[config.mk]
export PLATFORM = sky130hd
export DESIGN_NAME = adder_hold_sequencer
export DESIGN_NICKNAME = d
export VERILOG_FILES = /design/src/rtl/adder_hold_sequencer.sv
export SDC_FILE = /design/constraint.sdc
export NUM_CORES = 1
export LEC_CHECK = 0
export ABC_AREA = 1
export CORE_ASPECT_RATIO = 1.5
export CORE_UTILIZATION = 35
export CTS_CLUSTER_DIAMETER = 150
export DETAILED_ROUTE_END_ITERATION = 8
export GPL_TIMING_DRIVEN = 0
export PLACE_DENSITY_LB_ADDON = 0.12
export RECOVER_POWER = 100
export SYNTH_ARGS = -nofsm -noshare
export SYNTH_HDL_FRONTEND = slang
export SYNTH_SLANG_ARGS = --single-unit
[constraint.sdc]
create_clock -name clk -period 2.1 [get_ports clk]
set_clock_uncertainty 0.2 [all_clocks]
set_input_delay 0.42 -clock clk [delete_from_list [all_inputs] [get_ports clk]]
set_output_delay 0.42 -clock clk [all_outputs]
set_load 0.02 [all_outputs]
[src/rtl/adder_hold_sequencer.sv]
// Adder hold register sequencer: arbitrate, pulse load, wait for target bus, drive ADL/SB enables.
// Define ADDER_SEQ_RR_EN for round-robin arbitration; otherwise fix has fixed priority over dec.
module adder_hold_sequencer #(
    parameter int unsigned DRIVE_CYCLES = 1,
    parameter int unsigned WAIT_MAX     = 7
) (
    input  logic       clk,
    input  logic       reset,
    input  logic       dec_req,
    input  logic [1:0] dec_dest,
    output logic       dec_gnt,
    input  logic       fix_req,
    input  logic [1:0] fix_dest,
    output logic       fix_gnt,
    input  logic       adl_busy,
    input  logic       sb_busy,
    output logic       load_hold,
    output logic       enable_adl,
    output logic       enable_sb06,
    output logic       enable_sb7,
    output logic       busy,
    output logic       timeout_err
);

    typedef enum logic [1:0] {IDLE, LOAD, WAIT, DRIVE} state_t;

    localparam logic [2:0] DRIVE_LAST = 3'(DRIVE_CYCLES);
    localparam logic [2:0] WAIT_LAST  = 3'(WAIT_MAX);

    state_t     state, state_n;
    logic [1:0] dest, dest_n;
    logic [2:0] wait_cnt, wait_cnt_n;
    logic [2:0] drv_cnt, drv_cnt_n;
    logic       timeout_n;
    logic       any_req;
    logic       pick_fix;
    logic       target_busy;

    assign any_req     = dec_req | fix_req;
    assign target_busy = (dest == 2'b01) ? adl_busy : sb_busy;

`ifdef ADDER_SEQ_RR_EN
    logic last_fix;
    // On a tie the requester not served last wins.
    assign pick_fix = fix_req & (~dec_req | ~last_fix);
`else
    assign pick_fix = fix_req;
`endif

    always_comb begin
        state_n    = state;
        dest_n     = dest;
        wait_cnt_n = wait_cnt;
        drv_cnt_n  = drv_cnt;
        timeout_n  = timeout_err;
        case (state)
            IDLE: begin
                if (any_req) begin
                    state_n = LOAD;
                    dest_n  = pick_fix ? fix_dest : dec_dest;
                end
            end
            LOAD: begin
                if (dest == 2'b00) begin
                    state_n = IDLE;
                end else if (target_busy) begin
                    state_n    = WAIT;
                    wait_cnt_n = 3'd1;
                end else begin
                    state_n   = DRIVE;
                    drv_cnt_n = 3'd1;
                end
            end
            WAIT: begin
                if (target_busy) begin
                    if (wait_cnt == WAIT_LAST) begin
                        timeout_n = 1'b1;
                        state_n   = IDLE;
                    end else begin
                        wait_cnt_n = wait_cnt + 3'd1;
                    end
                end else begin
                    state_n   = DRIVE;
                    drv_cnt_n = 3'd1;
                end
            end
            DRIVE: begin
                if (drv_cnt == DRIVE_LAST) state_n = IDLE;
                else                       drv_cnt_n = drv_cnt + 3'd1;
            end
            default: state_n = IDLE;
        endcase
    end

    // Outputs are decoded from the next state so they are registered yet aligned with the state.
    always_ff @(posedge clk or posedge reset) begin
        if (reset) begin
            state       <= IDLE;
            dest        <= '0;
            wait_cnt    <= '0;
            drv_cnt     <= '0;
            dec_gnt     <= 1'b0;
            fix_gnt     <= 1'b0;
            load_hold   <= 1'b0;
            enable_adl  <= 1'b0;
            enable_sb06 <= 1'b0;
            enable_sb7  <= 1'b0;
            busy        <= 1'b0;
            timeout_err <= 1'b0;
`ifdef ADDER_SEQ_RR_EN
            last_fix    <= 1'b0;
`endif
        end else begin
            state       <= state_n;
            dest        <= dest_n;
            wait_cnt    <= wait_cnt_n;
            drv_cnt     <= drv_cnt_n;
            dec_gnt     <= (state == IDLE) && any_req && !pick_fix;
            fix_gnt     <= (state == IDLE) && any_req && pick_fix;
            load_hold   <= (state_n == LOAD);
            enable_adl  <= (state_n == DRIVE) && (dest_n == 2'b01);
            enable_sb06 <= (state_n == DRIVE) && dest_n[1];
            enable_sb7  <= (state_n == DRIVE) && (dest_n == 2'b10);
            busy        <= (state_n != IDLE);
            timeout_err <= timeout_n;
`ifdef ADDER_SEQ_RR_EN
            if ((state == IDLE) && any_req) last_fix <= pick_fix;
`endif
        end
    end

endmodule
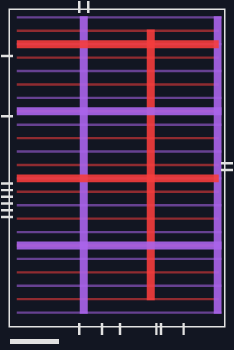
(images/power_grid.png)
Scale bar: 10 µm. Pins as bars on the die edge.
Key: VDD = red; VSS = purple
3 straps on met4. The core has 22 rows. 4 straps on met5. 23 met1 rails follow the rows. 18 signal pins sit on the boundary.

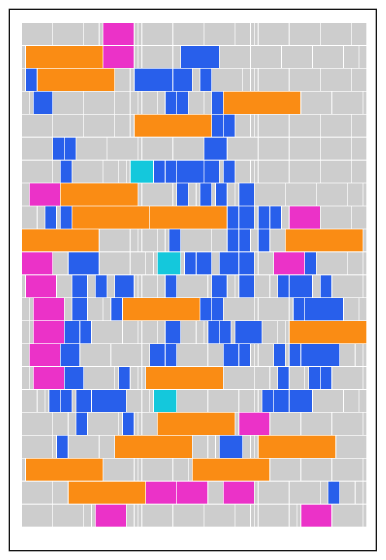
(images/placement_by_type.png)
Fill, decap, tap and diode cells in grey.
Key: combinational and other logic = blue [cells 86, share of their area 40%]; other buffers and delay cells = magenta [cells 17, share of their area 16%]; flops = orange [cells 18, share of their area 42%]; clock drivers = cyan [cells 3, share of their area 2.1%]

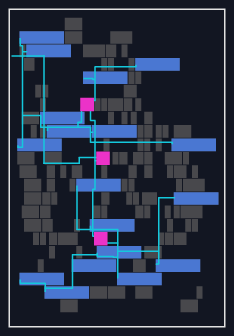
(images/clk_routes.png)
Key: flip-flops = blue [count 18]; clock drivers = magenta [count 3]; clock wires = cyan [length 245 µm]
Position of the flops: spread over the die. There are 4 routed clock nets.

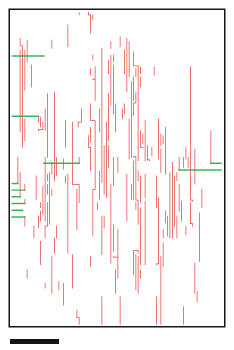
(images/wires.png)
Scale bar: 10 µm. Two of the layers only.
Key: metal 3 = green [wire length 41.9 µm]; metal 2 = red [wire length 933 µm]

==> flow_summary_export.csv <==
group,metric,value,unit
sta,final.setup.worst_slack,156.2,ps
pwr,power_leader,"combinational cells",
layout,layout.comb_gates.multi_input,70,
critical_path,r2r_cells,6,
outcome,status,"finished, final reports clean",
critical_path,worstPathArrival,1320,ps
die,die_width,43.37,µm
routing,vias,731,
die,dieArea,2778,µm²
layout,num_antenna_cells,0,
grt,grt_antenna_before_repair,0,
sta,timing.final.hold_violations,0,
pwr,internal_power,818.2,µW
routing,wl_per_cell,11.47,µm
pwr,logic_power_comb,724,µW
place,postPlaceCellArea,1099,µm²
die,placementRows,22,
pwr,p_seq,579,µW
synthesis,synth.most_common_cell,"sky130_fd_sc_hd__nand2_1",
pwr,vdd_ir_drop_max,651.8,µV
flow_run,drv_cap,0,
critical_path,startpoint_type,"flop",
routing,detail_route.wirelength.met1,700,µm
pwr,power.clock.fraction,11.6,%
layout,mostFrequentLayoutCell,"sky130_fd_sc_hd__nand2_1",
grt,grtUsageMet2,27.65,%
die,i_o_pin_count,18,
layout,seqCellArea,450.4,µm²
sta,timing.final.crit_share,92.56,%
layout,fillers,257,
routing,met3_length,41,µm
cts,clock-root-buffer,"sky130_fd_sc_hd__clkbuf_4",
synthesis,number_of_warnings_issued_by_yosys,0,
routing,detailroute.wirelength.met2,933,µm
grt,grtUsageTotal,15.15,%
sta,relSlewSlack,54.44,%
routing,detail-route-antenna-nets,0,
synthesis,postSynthAreaPerCell,8.638,µm²
hold_path,worst_hold_path.endpoint,"timeout_err$_DFFE_PP0P_",
die,floorplan.initialDensity,36.67,%
sta,slew_violations,0,
routing,drc,0,
Power figures rest on the tool's default switching activity, not on a simulated workload.
